[src/rtl/alu_ctrl_pkg.sv]
// Shared definitions for the ALU scheduler: widths, opcode constants and FSM states.
// Also provides the shift-op decode used by both the scheduler and the ALU.
package alu_ctrl_pkg;

    localparam int DATA_W  = 16;
    localparam int SHAMT_W = 4;
    localparam int OP_W    = 4;
    localparam int NUM_REQ = 2;

    localparam logic [OP_W-1:0] OP_ADD  = 4'd0;
    localparam logic [OP_W-1:0] OP_SUB  = 4'd1;
    localparam logic [OP_W-1:0] OP_AND  = 4'd2;
    localparam logic [OP_W-1:0] OP_OR   = 4'd3;
    localparam logic [OP_W-1:0] OP_XOR  = 4'd4;
    localparam logic [OP_W-1:0] OP_NOTA = 4'd5;
    localparam logic [OP_W-1:0] OP_NOTB = 4'd6;
    localparam logic [OP_W-1:0] OP_SHL1 = 4'd7;
    localparam logic [OP_W-1:0] OP_SHR1 = 4'd8;
    localparam logic [OP_W-1:0] OP_PASS = 4'hF;

    typedef enum logic [1:0] {
        ST_IDLE = 2'd0,
        ST_EXEC = 2'd1,
        ST_RESP = 2'd2
    } state_t;

    function automatic logic is_shift_op(input logic [OP_W-1:0] op);
        return (op == OP_SHL1) || (op == OP_SHR1);
    endfunction

endpackage

[src/rtl/alu.sv]
// Combinational 16-bit ALU; shifts move one bit per use, carry only from ADD.
// Selects 9..15 pass operand A through unchanged.
module alu
    import alu_ctrl_pkg::*;
(
    input  logic [OP_W-1:0]   op,
    input  logic [DATA_W-1:0] a,
    input  logic [DATA_W-1:0] b,
    output logic [DATA_W-1:0] y,
    output logic              carry
);

    logic [DATA_W:0] sum;

    assign sum = {1'b0, a} + {1'b0, b};

    always_comb begin
        y     = a;
        carry = 1'b0;
        case (op)
            OP_ADD: begin
                y     = sum[DATA_W-1:0];
                carry = sum[DATA_W];
            end
            OP_SUB:  y = a - b;
            OP_AND:  y = a & b;
            OP_OR:   y = a | b;
            OP_XOR:  y = a ^ b;
            OP_NOTA: y = ~a;
            OP_NOTB: y = ~b;
            OP_SHL1: y = {a[DATA_W-2:0], 1'b0};
            OP_SHR1: y = {1'b0, a[DATA_W-1:1]};
            default: y = a;
        endcase
    end

endmodule

[src/rtl/alu_scheduler.sv]
// Two-requester round-robin front end for the shared ALU: IDLE grants, EXEC iterates
// the ALU (one shift per cycle for shift ops), RESP holds the result until consumed.
module alu_scheduler
    import alu_ctrl_pkg::*;
(
    input  logic                       clk,
    input  logic                       rst_n,
    input  logic [NUM_REQ-1:0]         req_valid,
    output logic [NUM_REQ-1:0]         req_ready,
    input  logic [NUM_REQ*OP_W-1:0]    req_op,
    input  logic [NUM_REQ*DATA_W-1:0]  req_a,
    input  logic [NUM_REQ*DATA_W-1:0]  req_b,
    input  logic [NUM_REQ*SHAMT_W-1:0] req_shamt,
    output logic                       rsp_valid,
    input  logic                       rsp_ready,
    output logic                       rsp_id,
    output logic [DATA_W-1:0]          rsp_data,
    output logic                       rsp_carry,
    output logic                       busy
);

    state_t               state_q, state_d;
    logic                 last_q, last_d;
    logic [OP_W-1:0]      op_q, op_d;
    logic [DATA_W-1:0]    a_q, a_d;
    logic [DATA_W-1:0]    b_q, b_d;
    logic                 id_q, id_d;
    logic [SHAMT_W-1:0]   cnt_q, cnt_d;
    logic                 carry_q, carry_d;
    logic                 rsp_valid_q, rsp_valid_d;
    logic [DATA_W-1:0]    rsp_data_q, rsp_data_d;
    logic                 rsp_carry_q, rsp_carry_d;
    logic                 rsp_id_q, rsp_id_d;

    logic [OP_W-1:0]      op_arr    [NUM_REQ];
    logic [DATA_W-1:0]    a_arr     [NUM_REQ];
    logic [DATA_W-1:0]    b_arr     [NUM_REQ];
    logic [SHAMT_W-1:0]   shamt_arr [NUM_REQ];

    logic                 grant_id;
    logic                 accept;
    logic [OP_W-1:0]      sel_op;
    logic [DATA_W-1:0]    sel_a;
    logic [DATA_W-1:0]    sel_b;
    logic [SHAMT_W-1:0]   sel_sh;
    logic                 sel_shift;

    logic [OP_W-1:0]      alu_op;
    logic [DATA_W-1:0]    alu_y;
    logic                 alu_carry;

    // Round-robin: on a tie the requester that did not win last time is granted.
    always_comb begin
        if (req_valid == 2'b11) begin
            grant_id = ~last_q;
        end else begin
            grant_id = req_valid[1];
        end
    end

    genvar gi;
    generate
        for (gi = 0; gi < NUM_REQ; gi++) begin : g_req
            assign op_arr[gi]    = req_op[gi*OP_W +: OP_W];
            assign a_arr[gi]     = req_a[gi*DATA_W +: DATA_W];
            assign b_arr[gi]     = req_b[gi*DATA_W +: DATA_W];
            assign shamt_arr[gi] = req_shamt[gi*SHAMT_W +: SHAMT_W];
            assign req_ready[gi] = rst_n && (state_q == ST_IDLE) && req_valid[gi]
                                   && (grant_id == 1'(gi));
        end
    endgenerate

    assign accept = |req_ready;

    always_comb begin
        sel_op    = op_arr[grant_id];
        sel_a     = a_arr[grant_id];
        sel_b     = b_arr[grant_id];
        sel_sh    = shamt_arr[grant_id];
        sel_shift = is_shift_op(sel_op);
    end

    alu u_alu (
        .op    (alu_op),
        .a     (a_q),
        .b     (b_q),
        .y     (alu_y),
        .carry (alu_carry)
    );

    always_comb begin
        state_d     = state_q;
        last_d      = last_q;
        op_d        = op_q;
        a_d         = a_q;
        b_d         = b_q;
        id_d        = id_q;
        cnt_d       = cnt_q;
        carry_d     = carry_q;
        rsp_valid_d = rsp_valid_q;
        rsp_data_d  = rsp_data_q;
        rsp_carry_d = rsp_carry_q;
        rsp_id_d    = rsp_id_q;
        alu_op      = OP_PASS;
        case (state_q)
            ST_IDLE: begin
                if (accept) begin
                    id_d    = grant_id;
                    last_d  = grant_id;
                    a_d     = sel_a;
                    b_d     = sel_b;
                    carry_d = 1'b0;
                    // A zero-count shift degenerates to a single pass-A step.
                    op_d    = (sel_shift && (sel_sh == '0)) ? OP_PASS : sel_op;
                    cnt_d   = (sel_shift && (sel_sh != '0)) ? sel_sh : SHAMT_W'(1);
                    state_d = ST_EXEC;
                end
            end
            ST_EXEC: begin
                // a_q doubles as the accumulator; a final pass-A cycle loads the response.
                if (cnt_q != '0) begin
                    alu_op  = op_q;
                    a_d     = alu_y;
                    carry_d = alu_carry;
                    cnt_d   = cnt_q - SHAMT_W'(1);
                end else begin
                    rsp_data_d  = alu_y;
                    rsp_carry_d = carry_q;
                    rsp_id_d    = id_q;
                    rsp_valid_d = 1'b1;
                    state_d     = ST_RESP;
                end
            end
            ST_RESP: begin
                if (rsp_ready) begin
                    rsp_valid_d = 1'b0;
                    state_d     = ST_IDLE;
                end
            end
            default: begin
                state_d = ST_IDLE;
            end
        endcase
    end

    always_ff @(posedge clk) begin
        if (!rst_n) begin
            state_q     <= ST_IDLE;
            last_q      <= 1'b1;
            op_q        <= OP_PASS;
            a_q         <= '0;
            b_q         <= '0;
            id_q        <= 1'b0;
            cnt_q       <= '0;
            carry_q     <= 1'b0;
            rsp_valid_q <= 1'b0;
            rsp_data_q  <= '0;
            rsp_carry_q <= 1'b0;
            rsp_id_q    <= 1'b0;
        end else begin
            state_q     <= state_d;
            last_q      <= last_d;
            op_q        <= op_d;
            a_q         <= a_d;
            b_q         <= b_d;
            id_q        <= id_d;
            cnt_q       <= cnt_d;
            carry_q     <= carry_d;
            rsp_valid_q <= rsp_valid_d;
            rsp_data_q  <= rsp_data_d;
            rsp_carry_q <= rsp_carry_d;
            rsp_id_q    <= rsp_id_d;
        end
    end

    assign rsp_valid = rsp_valid_q;
    assign rsp_data  = rsp_data_q;
    assign rsp_carry = rsp_carry_q;
    assign rsp_id    = rsp_id_q;
    assign busy      = (state_q != ST_IDLE);

endmodule

[config.mk]
export PLATFORM = sky130hd
export DESIGN_NAME = alu_scheduler
export DESIGN_NICKNAME = d
export VERILOG_FILES = /design/src/rtl/alu_ctrl_pkg.sv /design/src/rtl/alu.sv /design/src/rtl/alu_scheduler.sv
export SDC_FILE = /design/constraint.sdc
export NUM_CORES = 1
export LEC_CHECK = 0
export ABC_AREA = 1
export CELL_PAD_IN_SITES_DETAIL_PLACEMENT = 0
export CELL_PAD_IN_SITES_GLOBAL_PLACEMENT = 1
export CORE_UTILIZATION = 45
export DETAILED_ROUTE_END_ITERATION = 6
export DONT_BUFFER_PORTS = 1
export PLACE_DENSITY_LB_ADDON = 0.1
export SYNTH_ARGS = -nofsm -noshare
export SYNTH_HDL_FRONTEND = slang
export SYNTH_SLANG_ARGS = --single-unit
export TNS_END_PERCENT = 5
[constraint.sdc]
create_clock -name clk -period 2.85 [get_ports clk]
set_input_delay 0.7125 -clock clk [delete_from_list [all_inputs] [get_ports clk]]
set_output_delay 0.7125 -clock clk [all_outputs]
set_load 0.1 [all_outputs]
==> impl_metrics.env <==
# implementation run metrics
export IMPL_grt_setup_unrepaired="no"
export IMPL_met3_length_um=1810
export IMPL_cp_startpoint="a_q[2]$_SDFFE_PN0P_"
export IMPL_drt_met1_wl_um=10300
export IMPL_setup_violations=0
export IMPL_cp_end_kind="register"
export IMPL_logic_gate_count=787
export IMPL_whs_path_depth=1
export IMPL_relSlewSlack_pct=35.6
export IMPL_reg2reg_setup_slack_ns=0.22
export IMPL_p_leak_uw=0.00333
export IMPL_final_area_um2=6820
export IMPL_syn_instance_count=1011
export IMPL_lay_top_cells="nand2_1, nor2_1, inv_1"
export IMPL_path_class="register to register"
export IMPL_top_power_group="combinational logic"
export IMPL_hold_buffers=0
export IMPL_place_congestion=0.891
export IMPL_yosys_area_um2=6120
export IMPL_clock_sinks=64
export IMPL_io_buffer_count=0
export IMPL_status="finished clean"
export IMPL_inverters=118
export IMPL_cts_inserted_buffers=9
export IMPL_r2r_cells=15
export IMPL_synth_area_um2=6120
export IMPL_root_buffer="clkbuf_16"
export IMPL_grt_pass1_vias=6262
export IMPL_place_area_um2=6530
export IMPL_switchingPower_uw=2010
export IMPL_final_core_util_pct=51.5
export IMPL_seq_share_pct=18.8
export IMPL_clock_cell_area_share_pct=4.20
export IMPL_largest_cell_class="logic gates"
export IMPL_power_uw=4300
export IMPL_cts_clk_slew_worst_paths_ns=0.06
export IMPL_aoi_share_pct=20.0
export IMPL_period_needed_ns=2.63
export IMPL_n_clock_buffer=9
export IMPL_syn_to_final_growth_pct=11.5
export IMPL_synthTopCellsByCount="nand2_1, nor2_1, inv_1, o21ai_0, nand3_1"
export IMPL_top_cell="nand2_1"
export IMPL_fp_nets=1146
export IMPL_worstPathCellList="inv_1, ha_1, inv_1, a21oi_1, nand2_1, nand2_1, nand2_1, nand2_1, nand3_1, nand3_1, nand2_1, nor2_1, nand3_1, nand2_1, a21oi_1"
export IMPL_synth_cell_types=46
export IMPL_powerDensity_nw_per_um2=631
export IMPL_placed_cells=1194
export IMPL_intPower_uw=2300
export IMPL_final_layout_size_suffix_gt1_share_pct=10.7
export IMPL_combPwrFrac_pct=47.2
export IMPL_whs_ns=0.462
export IMPL_pre_cts_ws_ns=0.270
export IMPL_cts_setup_buffers=0
export IMPL_worstSetupStartpointType="register"
export IMPL_htree_levels=3
export IMPL_fp_util_pct=46.2
export IMPL_syn_avg_cell_area_um2=6.05
export IMPL_drt_initial_drc_count=563
export IMPL_logic_family="simple AND/OR/NAND/NOR gates"
export IMPL_nFillCells=1426
export IMPL_synthArstFlopShare_pct=0
export IMPL_simple_gate_area_share_pct=36.7
export IMPL_row_count=42
export IMPL_use_met1_pct=45.7
export IMPL_ys_sh_adder_pct=10.5
export IMPL_ys_warn_count=0
export IMPL_n_all_buffers=49
export IMPL_layout_nets=1164
export IMPL_p_seq_share_pct=27.3
export IMPL_cp_max_fo=9
**I/O pins on the die edge**

Pins as bars across the die edge, other pins in gray.
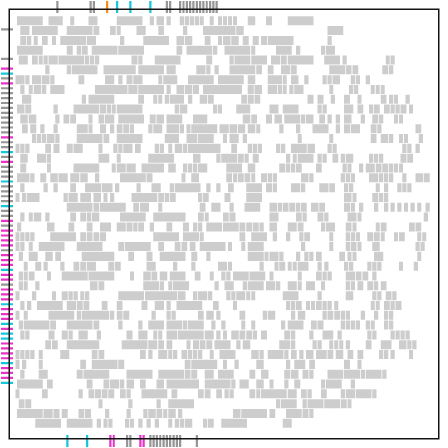
rsp_data: in cyan, pins 16, direction output, edge 11 left, 3 top, 2 bottom. rsp_carry: in orange, pins 1, direction output, edge top. req_a: in magenta, pins 32, direction input, edge 28 left, 4 bottom.
All pins by edge: 67 left, 21 top, 19 bottom.
DIE WIDTH: 119 µm
die height: 119 µm

**Routed clock nets over the placement**

The bar under the picture is 20 µm long.
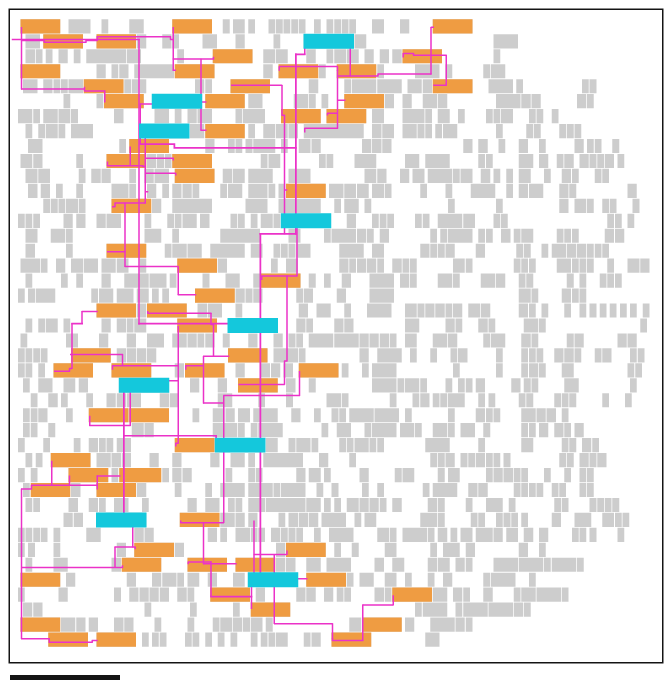
clock-net drivers: in cyan, count 9. clock wires: in magenta, length 1030 µm. flip-flops: in orange, count 64.
There are 10 routed clock nets.
clk latency late pin: 0.34 ns
clock group total power: 1100 µW
clock share of power: 25.5%
clock skew: 0.00542 ns

**Routed metal, one color a layer**

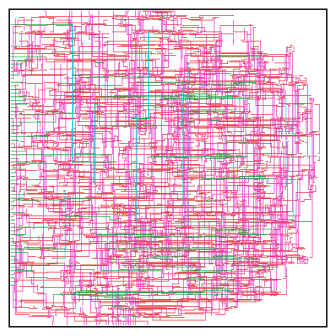
M3: in green, wire length 1810 µm. M2: in magenta, wire length 8860 µm. M4: in cyan, wire length 462 µm. M1: in red, wire length 10300 µm.
DR vias: 6771
Post-Route WL: 21500 µm

No activity file was given, so power comes from the tool's default toggle rates.
